<file path="config.mk">
export PLATFORM = sky130hd
export DESIGN_NAME = aes_key_sched_ctrl
export DESIGN_NICKNAME = d
export VERILOG_FILES = /design/src/rtl/aes_pkg.sv /design/src/rtl/aes_round_key_store.sv /design/src/rtl/aes_key_sched_ctrl.sv
export SDC_FILE = /design/constraint.sdc
export NUM_CORES = 2
export LEC_CHECK = 0
export CAP_MARGIN = 0
export CORE_MARGIN = 2
export CORE_UTILIZATION = 40
export CTS_CLUSTER_DIAMETER = 120
export DETAILED_ROUTE_END_ITERATION = 6
export GPL_ROUTABILITY_DRIVEN = 0
export PLACE_DENSITY = 0.67
export SYNTH_ARGS = -nofsm -noshare
export SYNTH_HDL_FRONTEND = slang
export SYNTH_HIERARCHICAL = 1
export SYNTH_SLANG_ARGS = --single-unit
</file>
<file path="constraint.sdc">
create_clock -name clk -period 4.62 [get_ports clk]
set_input_delay 0.693 -clock clk [delete_from_list [all_inputs] [get_ports clk]]
set_output_delay 0.693 -clock clk [all_outputs]
set_load 0.05 [all_outputs]
</file>
<file path="src/rtl/aes_pkg.sv">
// Shared AES key-schedule types and constants.
// Imported by the key-schedule controller and its key store.
package aes_pkg;

  localparam int AES_KEY_LEN   = 128;
  localparam int AES128_ROUNDS = 10;

  typedef logic [3:0] rnd_t;

  typedef enum logic [1:0] {
    IDLE,
    ISSUE,
    DRAIN,
    FINISH
  } state_e;

endpackage

</file>
<file path="src/rtl/aes_round_key_store.sv">
// Round-key register file: one write port, one registered read port,
// plus a combinational tap feeding the previous key to the generator.
module aes_round_key_store
  import aes_pkg::*;
#(
  parameter int KEY_LEN = AES_KEY_LEN,
  parameter int DEPTH   = AES128_ROUNDS + 1
) (
  input  logic               clk,
  input  logic               reset,
  input  logic               we,
  input  rnd_t               waddr,
  input  logic [KEY_LEN-1:0] wdata,
  input  logic               re,
  input  rnd_t               raddr,
  output logic [KEY_LEN-1:0] rdata,
  input  rnd_t               peek_addr,
  output logic [KEY_LEN-1:0] peek_data
);

  logic [KEY_LEN-1:0] mem [DEPTH];

  always_ff @(posedge clk or negedge reset) begin
    if (!reset) begin
      for (int i = 0; i < DEPTH; i++)
        mem[i] <= '0;
    end else if (we) begin
      mem[waddr] <= wdata;
    end
  end

  always_ff @(posedge clk or negedge reset) begin
    if (!reset)
      rdata <= '0;
    else if (re)
      rdata <= mem[raddr];
  end

  assign peek_data = mem[peek_addr];

endmodule

</file>
<file path="src/rtl/aes_key_sched_ctrl.sv">
// AES-128 key expansion sequencer: drives the shared round-key
// generator round by round and serves the stored schedule.
module aes_key_sched_ctrl
  import aes_pkg::*;
#(
  parameter int KEY_LEN    = AES_KEY_LEN,
  parameter int NUM_ROUNDS = AES128_ROUNDS,
  parameter int GEN_SETTLE = 2
) (
  input  logic               clk,
  input  logic               reset,
  input  logic               start,
  input  logic [KEY_LEN-1:0] cipher_key,
  output logic               busy,
  output logic               done,
  output logic               keys_ready,
  input  logic               rd_en,
  input  rnd_t               rd_addr,
  output logic [KEY_LEN-1:0] rd_data,
  output logic               rd_valid,
  output logic               rd_err,
  output rnd_t               gen_round_n,
  output logic [KEY_LEN-1:0] gen_data_in,
  output logic               gen_valid_in,
  input  logic [KEY_LEN-1:0] gen_data_out,
  input  logic               gen_valid_out
);

  localparam rnd_t       LAST_RND = rnd_t'(NUM_ROUNDS - 1);
  localparam rnd_t       MAX_ADDR = rnd_t'(NUM_ROUNDS);
  localparam logic [3:0] SETTLE_M1 = 4'(GEN_SETTLE - 1);

  state_e             state, nxt;
  rnd_t               rnd, rnd_n;
  logic [3:0]         pcnt, pcnt_n;
  logic               kr_n;
  logic               we;
  rnd_t               waddr;
  logic [KEY_LEN-1:0] wdata;
  logic [KEY_LEN-1:0] prev_key;
  logic               rd_ok;

  assign rd_ok = rd_en && keys_ready && (rd_addr <= MAX_ADDR);

  aes_round_key_store #(
    .KEY_LEN (KEY_LEN),
    .DEPTH   (NUM_ROUNDS + 1)
  ) u_store (
    .clk       (clk),
    .reset     (reset),
    .we        (we),
    .waddr     (waddr),
    .wdata     (wdata),
    .re        (rd_ok),
    .raddr     (rd_addr),
    .rdata     (rd_data),
    .peek_addr (rnd),
    .peek_data (prev_key)
  );

  always_ff @(posedge clk or negedge reset) begin
    if (!reset) begin
      state      <= IDLE;
      rnd        <= '0;
      pcnt       <= '0;
      keys_ready <= 1'b0;
    end else begin
      state      <= nxt;
      rnd        <= rnd_n;
      pcnt       <= pcnt_n;
      keys_ready <= kr_n;
    end
  end

  always_comb begin
    nxt          = state;
    rnd_n        = rnd;
    pcnt_n       = pcnt;
    kr_n         = keys_ready;
    we           = 1'b0;
    waddr        = '0;
    wdata        = '0;
    busy         = 1'b0;
    done         = 1'b0;
    gen_valid_in = 1'b0;
    gen_round_n  = '0;
    gen_data_in  = '0;
    unique case (state)
      IDLE: begin
        if (start) begin
          we     = 1'b1;
          wdata  = cipher_key;
          kr_n   = 1'b0;
          rnd_n  = '0;
          pcnt_n = '0;
          nxt    = ISSUE;
        end
      end
      ISSUE: begin
        busy         = 1'b1;
        gen_valid_in = 1'b1;
        gen_round_n  = rnd;
        gen_data_in  = prev_key;
        // earlier strobes are pipeline fill, only the settled one counts
        if (gen_valid_out) begin
          if (pcnt == SETTLE_M1) begin
            we    = 1'b1;
            waddr = rnd + rnd_t'(1);
            wdata = gen_data_out;
            nxt   = DRAIN;
          end else begin
            pcnt_n = pcnt + 4'd1;
          end
        end
      end
      DRAIN: begin
        busy = 1'b1;
        if (!gen_valid_out) begin
          pcnt_n = '0;
          if (rnd == LAST_RND) begin
            nxt = FINISH;
          end else begin
            rnd_n = rnd + rnd_t'(1);
            nxt   = ISSUE;
          end
        end
      end
      FINISH: begin
        done = 1'b1;
        kr_n = 1'b1;
        nxt  = IDLE;
      end
    endcase
  end

  always_ff @(posedge clk or negedge reset) begin
    if (!reset) begin
      rd_valid <= 1'b0;
      rd_err   <= 1'b0;
    end else begin
      rd_valid <= rd_ok;
      rd_err   <= rd_en && !rd_ok;
    end
  end

endmodule

</file>
==> deck_impl_summary.md <==
Run Summary

Yosys
  – Mapped cell area: between 80000 and 90000 um2
  – XORs/XNORs by Area: less than 1%
  – Yosys stat area: between 80000 and 90000 um2
  – Top non-seq family: multiplexers
  – Biggest area cells: dfrtp_1 47%, mux2_2 19%, mux2i_1 12%
  – Distinct lib cells: 52
  – Top_reg_cell synth: dfrtp_1
  – Syn Nets: 6983
  – Area leader share: around 47%
  – #FFs+latches synth: 1549
  – Compound Share, Synth: under 10%
  – Cell taking the most area after synthesis: dfrtp_1

Drt
  – Vias: around 59000
  – Pre-Repair DR Iteration Count: 5
  – Detail Route Antenna Nets: 0
  – Wire length on met1: 112.8 mm
  – DR top layer: met5

Setup path
  – FF-to-FF Start: state[1]
  – Worst-path cell chain: and2b_4, buf_12, a21oi_1, o21ai_0, and2_1, clkdlybuf4s50_1
  – CP Max Fanout: 35
  – WS Path Type: reg2out
  – FF-to-FF setup slack: approximately 0.95 ns
  – Slowest CP cell: clkdlybuf4s50_1
  – CP Data Arrival Time: 3.85 ns
  – Startpoint Class: register
  – Crit end category: primary output
  – Family of cells with the greatest summed delay on the critical path: buffers and inverters

Final timing
  – Rel. slew slack: between 20% and 30%
  – Min Tclk post-route: between 4 and 5 ns
  – Highest clock rate: between 200 and 250 MHz
  – Slew @ Worst Pin: 1.180 ns
  – Endpoints failing hold: 0
  – Setup TNS: 0 ns
  – Endpoints failing setup: 0
  – RSZ-0062 raised after global routing: no
  – Setup WS post-layout: 0.07892 ns

Clocking
  – Total setup buffers inserted after CTS: 7
  – Cts repair resizes: 3
  – Root buf cell: clkbuf_16
  – Reg clk slew, reported paths: 0.06 ns
  – Clock Latency Late Sink: around 0.85 ns
  – CTS Buf Count: ~170

Flow run
  – Tool warnings: approximately 60

Finish
  – Area Growth Syn to Fin: 15.80%
  – Non-Filler Instances: roughly 9700
  – Seq. cell area: 38780 um2
  – Share of cells above drive strength 1: between 30% and 40%

Floorplan
  – Fp_density: 40.20%
  – IO Pins: around 530
  – DIE HEIGHT: roughly 460 um
  – Chip Width: between 400 and 500 um

Outcome
  – Status: complete, no violations

Global route
  – Vias in the first global route: 61990

Placement
  – Buffers on Ports: roughly 530
  – Placed cells: between 9000 and 10000
  – Post-placement cell area: between 90000 and 100000 um2

Power
  – Power Total: around 47 mW
power breakdown:
group          internal [mW]  total [mW]  switching, mW  leakage (nW)
clock                   7.74        13.6           5.85          2.72
sequential              14.7        15.8           1.10          21.5
combinational           5.98        17.1           11.2          19.9
metal layers:
metal	track usage, %	vias to the layer above
met5	0	-
met4	10.68	2
met3	3.867	565
met2	41.84	2311
met1	32.25	31090
li1	-	25280
layout by cell type (no fill, tap or decap), types with 3 or more instances in the layout:
master / instances
diode_2: 4
o21ai_1: 5
and2_1: 132
clkbuf_16: 174
nor2b_4: 5
a221oi_1: 128
clkbuf_8: 37
nand3_1: 134
o21ai_0: 255
nor2_1: 266
nand2b_1: 5
bufinv_16: 3
nor2_4: 7
a21oi_1: 260
clkinv_16: 5
nand2_1: 10
dfrtp_4: 4
mux4_2: 128
dfrtp_1: 1545
and2_4: 3
clkbuf_1: 48
mux2_2: 1410
a22oi_1: 256
buf_12: 110
clkinv_2: 20
ha_1: 7
clkdlybuf4s50_1: 431
buf_4: 159
inv_6: 3
buf_16: 3
a22o_1: 49
clkinv_8: 4
o221ai_1: 128
inv_1: 136
nand3b_1: 6
mux2i_1: 1025
a22o_2: 80
state kept, by name, summed over array words and instances, names as in the netlist:
| name | flops |
|---|---|
| rd_err | 1 |
| u_store/mem | 1408 |
| rd_valid | 1 |
| u_store/rdata | 128 |
| keys_ready | 1 |
| state | 2 |
| pcnt | 4 |
| rnd | 4 |
final cells by class:
type	instances	area share (%)
Inverter	136	0.5302
Multi-Input combinational cell	4331	41.74
Timing Repair Buffer	708	8.158
Tap cell	2704	3.514
Clock inverter	42	0.5380
Antenna cell	4	0.01040
Sequential cell	1549	40.27
Clock buffer	259	5.238
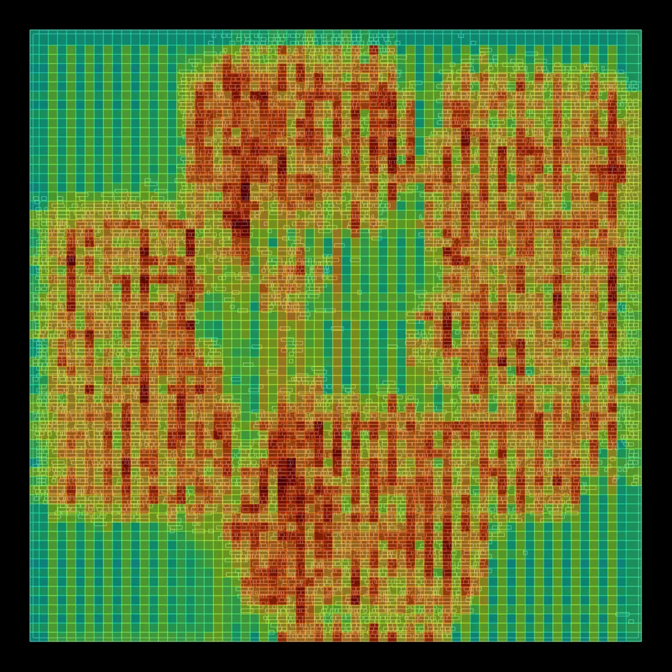
*Congestion heat map*
GRT Total Usage: 25.05%
share of the core filled with cells: 46.55%
met3 Use GR: 3.867%
drt wl/cell: 27.89 um

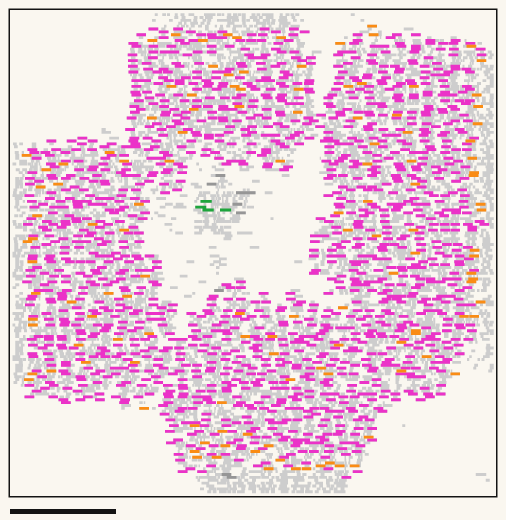
*Register map, names as in the netlist*
Scale bar: 100 um.
- u_store/mem: magenta (flops 1408; where widely spread)
- rnd: green (flops 4; where centre)
- u_store/rdata: orange (flops 128; where widely spread)
- not coloured: 9

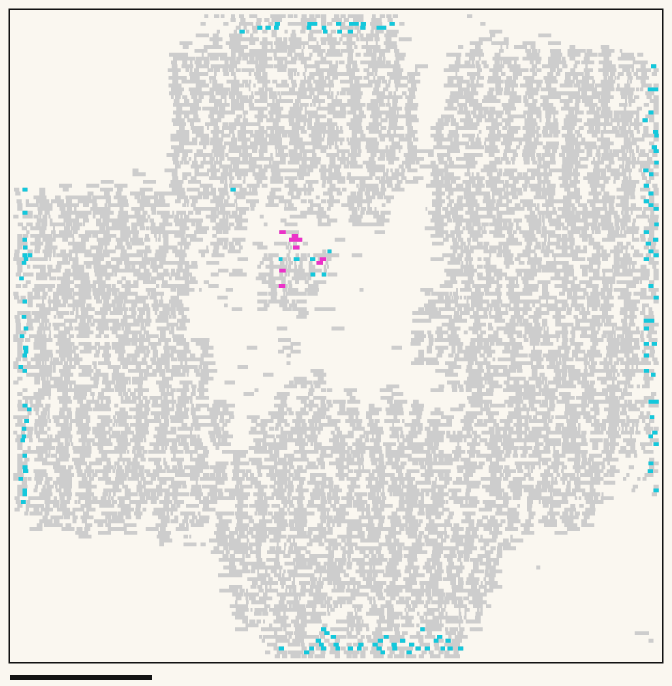
*Gate families picked out*
Scale bar: 100 um.
- fa/ha/maj cells: magenta (cells 8; most used ha_1)
- non-inverting ao/oa cells: cyan (cells 134; most used a22o_2; where widely spread)

Power and IR drop assume default switching activity.
